--- config.mk ---
export PLATFORM = sky130hd
export DESIGN_NAME = ghost_move_ctrl
export DESIGN_NICKNAME = d
export VERILOG_FILES = /design/src/rtl/ghost_move_ctrl.sv
export SDC_FILE = /design/constraint.sdc
export NUM_CORES = 1
export LEC_CHECK = 0
export ABC_AREA = 1
export CAP_MARGIN = 20
export CELL_PAD_IN_SITES_DETAIL_PLACEMENT = 1
export CELL_PAD_IN_SITES_GLOBAL_PLACEMENT = 2
export CORE_MARGIN = 5
export CORE_UTILIZATION = 30
export CTS_CLUSTER_SIZE = 20
export DETAILED_ROUTE_END_ITERATION = 10
export GPL_TIMING_DRIVEN = 0
export PLACE_DENSITY_LB_ADDON = 0.1
export SYNTH_ARGS = -nofsm -noshare
export SYNTH_HDL_FRONTEND = slang
export SYNTH_SLANG_ARGS = --single-unit
export TNS_END_PERCENT = 5
--- constraint.sdc ---
create_clock -name clk -period 15.2 [get_ports clk]
set_clock_uncertainty 0.1 [all_clocks]
set_input_delay 3.04 -clock clk [delete_from_list [all_inputs] [get_ports clk]]
set_output_delay 3.04 -clock clk [all_outputs]
set_load 0.1 [all_outputs]
--- src/rtl/ghost_move_ctrl.sv ---
// ghost_move_ctrl: tile-grid movement controller for one ghost.
// Every SPEED_DIV frame ticks it probes the neighbour tiles through a shared
// wall-query port, picks the legal direction closest to the target tile and
// advances one tile. Position/direction feed the ghost sprite renderer.
module ghost_move_ctrl #(
    parameter int unsigned SPEED_DIV = 8,
    parameter int unsigned MAZE_W    = 28,
    parameter int unsigned MAZE_H    = 31,
    parameter int unsigned START_X   = 13,
    parameter int unsigned START_Y   = 11
) (
    input  logic       clk,
    input  logic       reset_n,
    input  logic       ce,
    input  logic       run,
    input  logic [4:0] target_x,
    input  logic [4:0] target_y,
    output logic       qry_valid,
    output logic [4:0] qry_x,
    output logic [4:0] qry_y,
    input  logic       qry_ready,
    input  logic       rsp_valid,
    input  logic       rsp_wall,
    output logic [4:0] xpos,
    output logic [4:0] ypos,
    output logic [1:0] direction,
    output logic       busy,
    output logic       step_done
);

    typedef enum logic [2:0] {
        ST_IDLE   = 3'd0,
        ST_WAIT   = 3'd1,
        ST_PROBE  = 3'd2,
        ST_DECIDE = 3'd3,
        ST_MOVE   = 3'd4
    } state_t;

    // Sub-phase of one candidate probe: issue, wait for accept, wait for response.
    typedef enum logic [1:0] {
        PH_ISSUE = 2'd0,
        PH_REQ   = 2'd1,
        PH_RSP   = 2'd2
    } phase_t;

    typedef struct packed {
        logic       oob;
        logic [4:0] x;
        logic [4:0] y;
    } nbr_t;

    localparam logic [4:0] X_MAX     = 5'(MAZE_W - 1);
    localparam logic [4:0] Y_MAX     = 5'(MAZE_H - 1);
    localparam logic [3:0] TICK_LAST = 4'(SPEED_DIV - 1);
    localparam logic [4:0] X_RST     = 5'(START_X);
    localparam logic [4:0] Y_RST     = 5'(START_Y);

    localparam logic [1:0] DIR_RIGHT = 2'd0;
    localparam logic [1:0] DIR_UP    = 2'd1;
    localparam logic [1:0] DIR_DOWN  = 2'd2;
    localparam logic [1:0] DIR_LEFT  = 2'd3;

    // Opposite direction: the encoding makes this a bitwise inversion.
    function automatic logic [1:0] rev_dir(input logic [1:0] d);
        return ~d;
    endfunction

    // Candidate index -> direction, in tie-break order up, left, down, right.
    function automatic logic [1:0] cand_dir(input logic [1:0] idx);
        logic [1:0] d;
        case (idx)
            2'd0:    d = DIR_UP;
            2'd1:    d = DIR_LEFT;
            2'd2:    d = DIR_DOWN;
            2'd3:    d = DIR_RIGHT;
            default: d = DIR_UP;
        endcase
        return d;
    endfunction

    // Neighbour tile in direction d. x wraps through the tunnel; y off the
    // maze is flagged out-of-bounds and treated as a wall by the caller.
    function automatic nbr_t neighbour(input logic [4:0] x, input logic [4:0] y,
                                       input logic [1:0] d);
        nbr_t n;
        n.oob = 1'b0;
        n.x   = x;
        n.y   = y;
        case (d)
            DIR_RIGHT: n.x = (x >= X_MAX) ? 5'd0 : x + 5'd1;
            DIR_LEFT:  n.x = (x == 5'd0) ? X_MAX : x - 5'd1;
            DIR_UP: begin
                if (y == 5'd0) begin
                    n.oob = 1'b1;
                end else begin
                    n.y = y - 5'd1;
                end
            end
            DIR_DOWN: begin
                if (y >= Y_MAX) begin
                    n.oob = 1'b1;
                end else begin
                    n.y = y + 5'd1;
                end
            end
            default: n.oob = 1'b0;
        endcase
        return n;
    endfunction

    // Squared euclidean distance from 6-bit signed differences (max 1922).
    function automatic logic [10:0] tile_dist(input logic [4:0] nx, input logic [4:0] ny,
                                              input logic [4:0] tx, input logic [4:0] ty);
        logic [5:0]  dx;
        logic [5:0]  dy;
        logic [5:0]  adx;
        logic [5:0]  ady;
        logic [10:0] sx;
        logic [10:0] sy;
        dx  = {1'b0, nx} - {1'b0, tx};
        dy  = {1'b0, ny} - {1'b0, ty};
        adx = dx[5] ? (6'd0 - dx) : dx;
        ady = dy[5] ? (6'd0 - dy) : dy;
        sx  = {5'd0, adx};
        sy  = {5'd0, ady};
        return (sx * sx) + (sy * sy);
    endfunction

    state_t     state_q, state_d;
    phase_t     phase_q, phase_d;
    logic [1:0] cand_idx_q, cand_idx_d;
    logic [3:0] legal_q, legal_d;
    logic [3:0] tick_q, tick_d;
    logic       pending_q, pending_d;
    logic       qry_valid_q, qry_valid_d;
    logic [4:0] qry_x_q, qry_x_d;
    logic [4:0] qry_y_q, qry_y_d;
    logic [4:0] xpos_q, xpos_d;
    logic [4:0] ypos_q, ypos_d;
    logic [1:0] dir_q, dir_d;
    logic [1:0] new_dir_q, new_dir_d;
    logic       busy_q, busy_d;
    logic       step_done_q, step_done_d;

    logic        tick_wrap_s;
    logic        pending_clr_s;
    logic        advance_s;
    logic [1:0]  cand_s;
    nbr_t        cand_nbr_s;
    nbr_t        move_nbr_s;
    logic        best_found_s;
    logic [10:0] best_dist_s;
    logic [1:0]  best_dir_s;
    logic [1:0]  scan_dir_s;
    nbr_t        scan_nbr_s;
    logic [10:0] scan_dist_s;

    // Direction choice: minimum distance over legal candidates, earliest wins ties; dead end reverses.
    always_comb begin
        best_found_s = 1'b0;
        best_dist_s  = 11'h7FF;
        best_dir_s   = rev_dir(dir_q);
        scan_dir_s   = DIR_UP;
        scan_nbr_s   = nbr_t'(11'd0);
        scan_dist_s  = 11'd0;
        for (int i = 0; i < 4; i++) begin
            scan_dir_s  = cand_dir(2'(i));
            scan_nbr_s  = neighbour(xpos_q, ypos_q, scan_dir_s);
            scan_dist_s = tile_dist(scan_nbr_s.x, scan_nbr_s.y, target_x, target_y);
            if (legal_q[i] && (!best_found_s || (scan_dist_s < best_dist_s))) begin
                best_found_s = 1'b1;
                best_dist_s  = scan_dist_s;
                best_dir_s   = scan_dir_s;
            end else begin
                best_found_s = best_found_s;
            end
        end
    end

    // Next-state logic: tick divider, step FSM, probe handshake and position update.
    always_comb begin
        state_d       = state_q;
        phase_d       = phase_q;
        cand_idx_d    = cand_idx_q;
        legal_d       = legal_q;
        tick_d        = tick_q;
        qry_valid_d   = qry_valid_q;
        qry_x_d       = qry_x_q;
        qry_y_d       = qry_y_q;
        xpos_d        = xpos_q;
        ypos_d        = ypos_q;
        dir_d         = dir_q;
        new_dir_d     = new_dir_q;
        step_done_d   = 1'b0;
        tick_wrap_s   = 1'b0;
        pending_clr_s = 1'b0;
        advance_s     = 1'b0;
        cand_s        = cand_dir(cand_idx_q);
        cand_nbr_s    = neighbour(xpos_q, ypos_q, cand_s);
        move_nbr_s    = neighbour(xpos_q, ypos_q, new_dir_q);

        if ((state_q != ST_IDLE) && ce) begin
            if (tick_q >= TICK_LAST) begin
                tick_d      = 4'd0;
                tick_wrap_s = 1'b1;
            end else begin
                tick_d = tick_q + 4'd1;
            end
        end else begin
            tick_d = tick_q;
        end

        case (state_q)
            ST_IDLE: begin
                if (run) begin
                    state_d       = ST_WAIT;
                    tick_d        = 4'd0;
                    pending_clr_s = 1'b1;
                end else begin
                    state_d = ST_IDLE;
                end
            end
            ST_WAIT: begin
                if (pending_q) begin
                    state_d       = ST_PROBE;
                    phase_d       = PH_ISSUE;
                    cand_idx_d    = 2'd0;
                    legal_d       = 4'd0;
                    pending_clr_s = 1'b1;
                end else if (!run) begin
                    state_d = ST_IDLE;
                end else begin
                    state_d = ST_WAIT;
                end
            end
            ST_PROBE: begin
                case (phase_q)
                    PH_ISSUE: begin
                        // Reverse and off-maze candidates are settled without a query.
                        if ((cand_s == rev_dir(dir_q)) || cand_nbr_s.oob) begin
                            legal_d[cand_idx_q] = 1'b0;
                            advance_s           = 1'b1;
                        end else begin
                            qry_valid_d = 1'b1;
                            qry_x_d     = cand_nbr_s.x;
                            qry_y_d     = cand_nbr_s.y;
                            phase_d     = PH_REQ;
                        end
                    end
                    PH_REQ: begin
                        if (qry_ready) begin
                            qry_valid_d = 1'b0;
                            if (rsp_valid) begin
                                legal_d[cand_idx_q] = ~rsp_wall;
                                advance_s           = 1'b1;
                            end else begin
                                phase_d = PH_RSP;
                            end
                        end else begin
                            qry_valid_d = 1'b1;
                        end
                    end
                    PH_RSP: begin
                        if (rsp_valid) begin
                            legal_d[cand_idx_q] = ~rsp_wall;
                            advance_s           = 1'b1;
                        end else begin
                            phase_d = PH_RSP;
                        end
                    end
                    default: phase_d = PH_ISSUE;
                endcase
                if (advance_s) begin
                    phase_d = PH_ISSUE;
                    if (cand_idx_q == 2'd3) begin
                        state_d = ST_DECIDE;
                    end else begin
                        cand_idx_d = cand_idx_q + 2'd1;
                    end
                end else begin
                    state_d = ST_PROBE;
                end
            end
            ST_DECIDE: begin
                new_dir_d = best_dir_s;
                state_d   = ST_MOVE;
            end
            ST_MOVE: begin
                dir_d = new_dir_q;
                if (!move_nbr_s.oob) begin
                    xpos_d = move_nbr_s.x;
                    ypos_d = move_nbr_s.y;
                end else begin
                    xpos_d = xpos_q;
                    ypos_d = ypos_q;
                end
                step_done_d = 1'b1;
                if (run) begin
                    state_d = ST_WAIT;
                end else begin
                    state_d = ST_IDLE;
                end
            end
            default: state_d = ST_IDLE;
        endcase

        // A period boundary always re-arms; pending saturates at one.
        pending_d = tick_wrap_s | (pending_q & ~pending_clr_s);
        busy_d    = (state_d != ST_IDLE);
    end

    // State and registered outputs; reset drops the query request immediately.
    always_ff @(posedge clk or negedge reset_n) begin
        if (!reset_n) begin
            state_q     <= ST_IDLE;
            phase_q     <= PH_ISSUE;
            cand_idx_q  <= 2'd0;
            legal_q     <= 4'd0;
            tick_q      <= 4'd0;
            pending_q   <= 1'b0;
            qry_valid_q <= 1'b0;
            qry_x_q     <= 5'd0;
            qry_y_q     <= 5'd0;
            xpos_q      <= X_RST;
            ypos_q      <= Y_RST;
            dir_q       <= DIR_LEFT;
            new_dir_q   <= DIR_LEFT;
            busy_q      <= 1'b0;
            step_done_q <= 1'b0;
        end else begin
            state_q     <= state_d;
            phase_q     <= phase_d;
            cand_idx_q  <= cand_idx_d;
            legal_q     <= legal_d;
            tick_q      <= tick_d;
            pending_q   <= pending_d;
            qry_valid_q <= qry_valid_d;
            qry_x_q     <= qry_x_d;
            qry_y_q     <= qry_y_d;
            xpos_q      <= xpos_d;
            ypos_q      <= ypos_d;
            dir_q       <= dir_d;
            new_dir_q   <= new_dir_d;
            busy_q      <= busy_d;
            step_done_q <= step_done_d;
        end
    end

    assign qry_valid = qry_valid_q;
    assign qry_x     = qry_x_q;
    assign qry_y     = qry_y_q;
    assign xpos      = xpos_q;
    assign ypos      = ypos_q;
    assign direction = dir_q;
    assign busy      = busy_q;
    assign step_done = step_done_q;

endmodule

==> impl_metrics.csv, run 1 <==
group,metric,value,unit
run_status,status,"finished, final reports clean",
synth,ys_cells,1440,
detailed_routing,postRouteAntennaNets,0,
timing,fin_hold_ws,0.3877,ns
layout,stdcell_count,1950,
timing,drv_slew,0,
global_route,antenna_found_initial,0,
layout,sh_comb_area,0.7017,
synth,synth_flops,43,
timing,fmax,0.06991,GHz
die,tap_cells,448,
synth,topCellsByArea,"ha_1 20%, fa_1 16%, inv_1 11%, nand2_1 9.4%, dfrtp_1 8.1%",
layout,mi_logic_area,8059,µm²
clocking,cts_max_level,2,
timing,worst_pin_slew,1.019,ns
clocking,cts-buffers-inserted,5,
setup_path,slowest_stage,"fa_1",
global_route,use_met2,0.2901,
die,coreArea,33530,µm²
timing,setup_viol,0,
synth,synthArstFlopShare,1.000,
layout,fin_nets,1764,
layout,comb_cells,1089,
min_path,hold-path-endpoint,"qry_x[2]",
setup_path,cp.buffers_inverters,12,
synth,synth-adder-area-share,0.3622,
setup_path,arrival,14.44,ns
global_route,grt_pass1_wl,50.45,mm
synth,ys_sh_xor,0.06687,
synth,ff_type,"dfrtp_1",
layout,diodes,0,
timing,maxSlewHeadroom,0.3164,
synth,simple_gate_share,0.2234,
synth,ys_sh_aoi,0.1216,
global_route,grt_pass1_vias,9863,
synth,mux_area_frac,0.001104,
Fig. 1: run 1, routing congestion
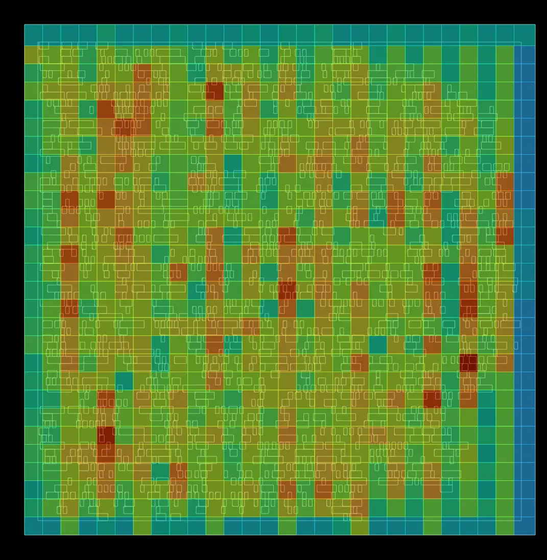
WL per Instance: 15.39 µm
met1 Use GR: 0.2214
routing usage on met3: 0.006925
final core utilization: 0.3425

Fig. 2: run 1, clock wires, drivers and flops
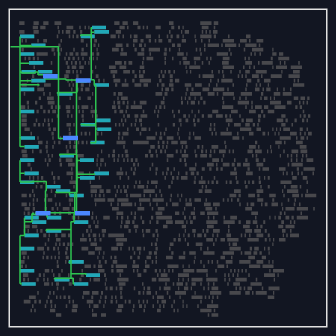
[clock-net drivers] blue | count: 5
[clock wires] green | length: 758 µm
[flip-flops] cyan | count: 43
flops lie	a column on the left

Fig. 3: run 1, met3 routing
Cells faint in the background.
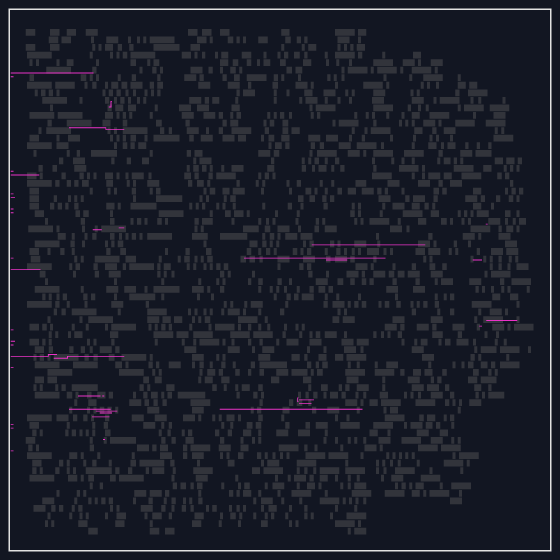
main direction	horizontal
share of all routed wire	1.2%
nets with wire on the layer	35
longest straight run	51.1 µm

Fig. 4: run 1, selected gate families
The bar under the picture is 50 µm long.
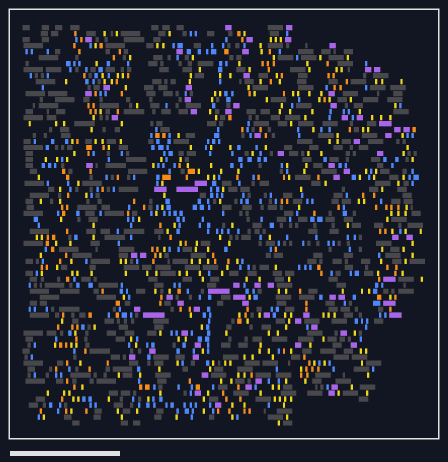
family	color	cells	most used
inv cells	yellow	308	inv_1
nor cells	orange	164	nor2_1
xor and xnor cells	purple	77	xor2_1
nand cells	blue	353	nand2_1

Fig. 5: run 1, drive-strength map
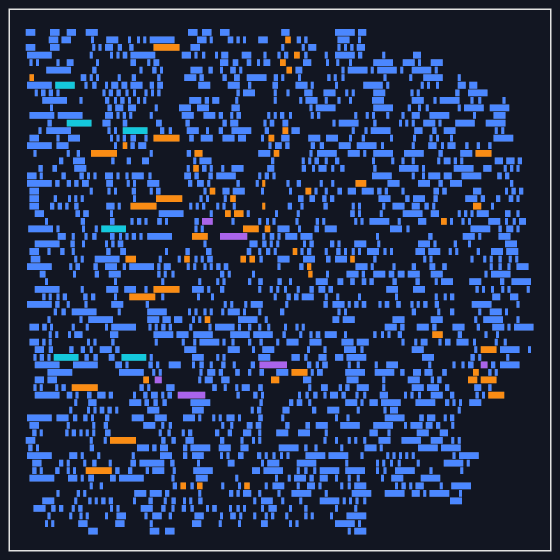

--- run 2 (diff from run 1) ---
--- a/config.mk
+++ b/config.mk
@@ -10,9 +10,10 @@
 export CELL_PAD_IN_SITES_DETAIL_PLACEMENT = 1
 export CELL_PAD_IN_SITES_GLOBAL_PLACEMENT = 2
 export CORE_MARGIN = 5
-export CORE_UTILIZATION = 30
+export CORE_UTILIZATION = 42
 export CTS_CLUSTER_SIZE = 20
 export DETAILED_ROUTE_END_ITERATION = 10
+export DONT_BUFFER_PORTS = 1
 export GPL_TIMING_DRIVEN = 0
 export PLACE_DENSITY_LB_ADDON = 0.1
 export SYNTH_ARGS = -nofsm -noshare
Fig. 6: run 2, drive-strength map
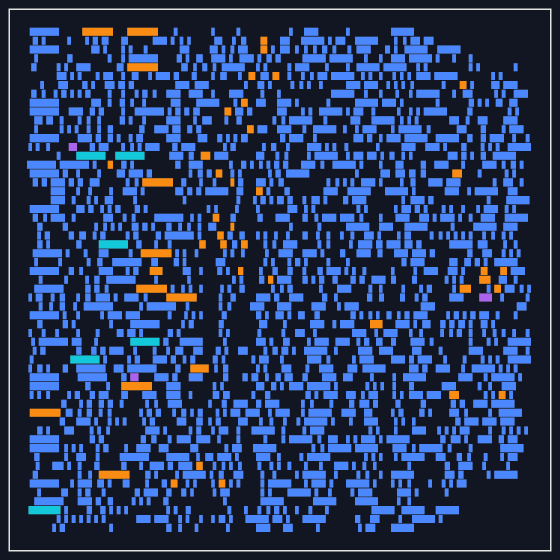
size	color	cells	share
x6 and larger	cyan	6	0.41%
x2	orange	45	3.1%
x1 and smaller	blue	1,405	96%
x3 and x4	purple	3	0.21%

Fig. 7: run 2, met3 routing
Cells faint in the background.
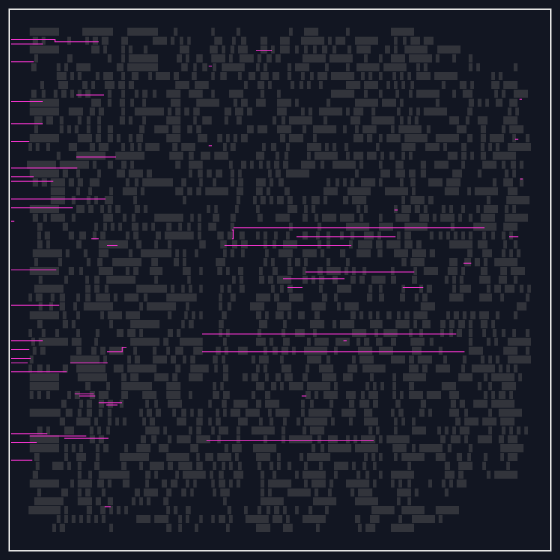
longest straight run	80.3 µm
share of all routed wire	2.8%
main direction	horizontal

==> run 2 against run 1 <==
Synthesized cell count unchanged. Hold slack better by 0.020 ns. Non-clock buffer count down 43. Area after synthesis unchanged. Cell area down 5.9%. Cell count down 8.6%. Maximum frequency up 1.1%. Worst setup slack better by 0.15 ns.
==> impl_metrics.csv, run 2 <==
group,metric,value,unit
clocking,cts-buffers-inserted,5,
synth,ys_sh_xor,0.06687,
global_route,grtUsageMet3,0.01619,
setup_path,slowest_stage,"fa_1",
setup_path,cp.buffers_inverters,10,
global_route,grt_max_degree,44,
clocking,cts_max_level,2,
timing,fmax,0.07065,GHz
timing,rsz0062_at_grt,"no",
layout,nNonClkInverters,308,
synth,synth-adder-area-share,0.3622,
run_status,status,"finished, final reports clean",
min_path,hold-path-endpoint,"new_dir_q[1]",
timing,drv_slew,0,
global_route,grt.met1_usage,0.2686,
layout,fin_nets,1721,
die,die_w,165.8,µm
detailed_routing,route.detailed.wl_per_inst,15.74,µm
synth,synthArstFlopShare,1.000,
die,tap_cells,324,
timing,fin_hold_ws,0.4078,ns
setup_path,arrival,14.28,ns
detailed_routing,postRouteAntennaNets,0,
global_route,grt_pass1_wl,47.96,mm
synth,ys_sh_aoi,0.1216,
layout,mi_logic_area,7950,µm²
layout,stdcell_count,1783,
timing,worst_pin_slew,1.138,ns
timing,setup_viol,0,
layout,comb_cells,1089,
layout,sh_comb_area,0.7352,
die,die-area,27490,µm²
global_route,grt_pass1_vias,9965,
synth,ff_type,"dfrtp_1",
synth,topCellsByArea,"ha_1 20%, fa_1 16%, inv_1 11%, nand2_1 9.4%, dfrtp_1 8.1%",
global_route,antenna_found_initial,0,
synth,simple_gate_share,0.2234,
synth,mux_area_frac,0.001104,
clocking,cts_buffer_depth,2,
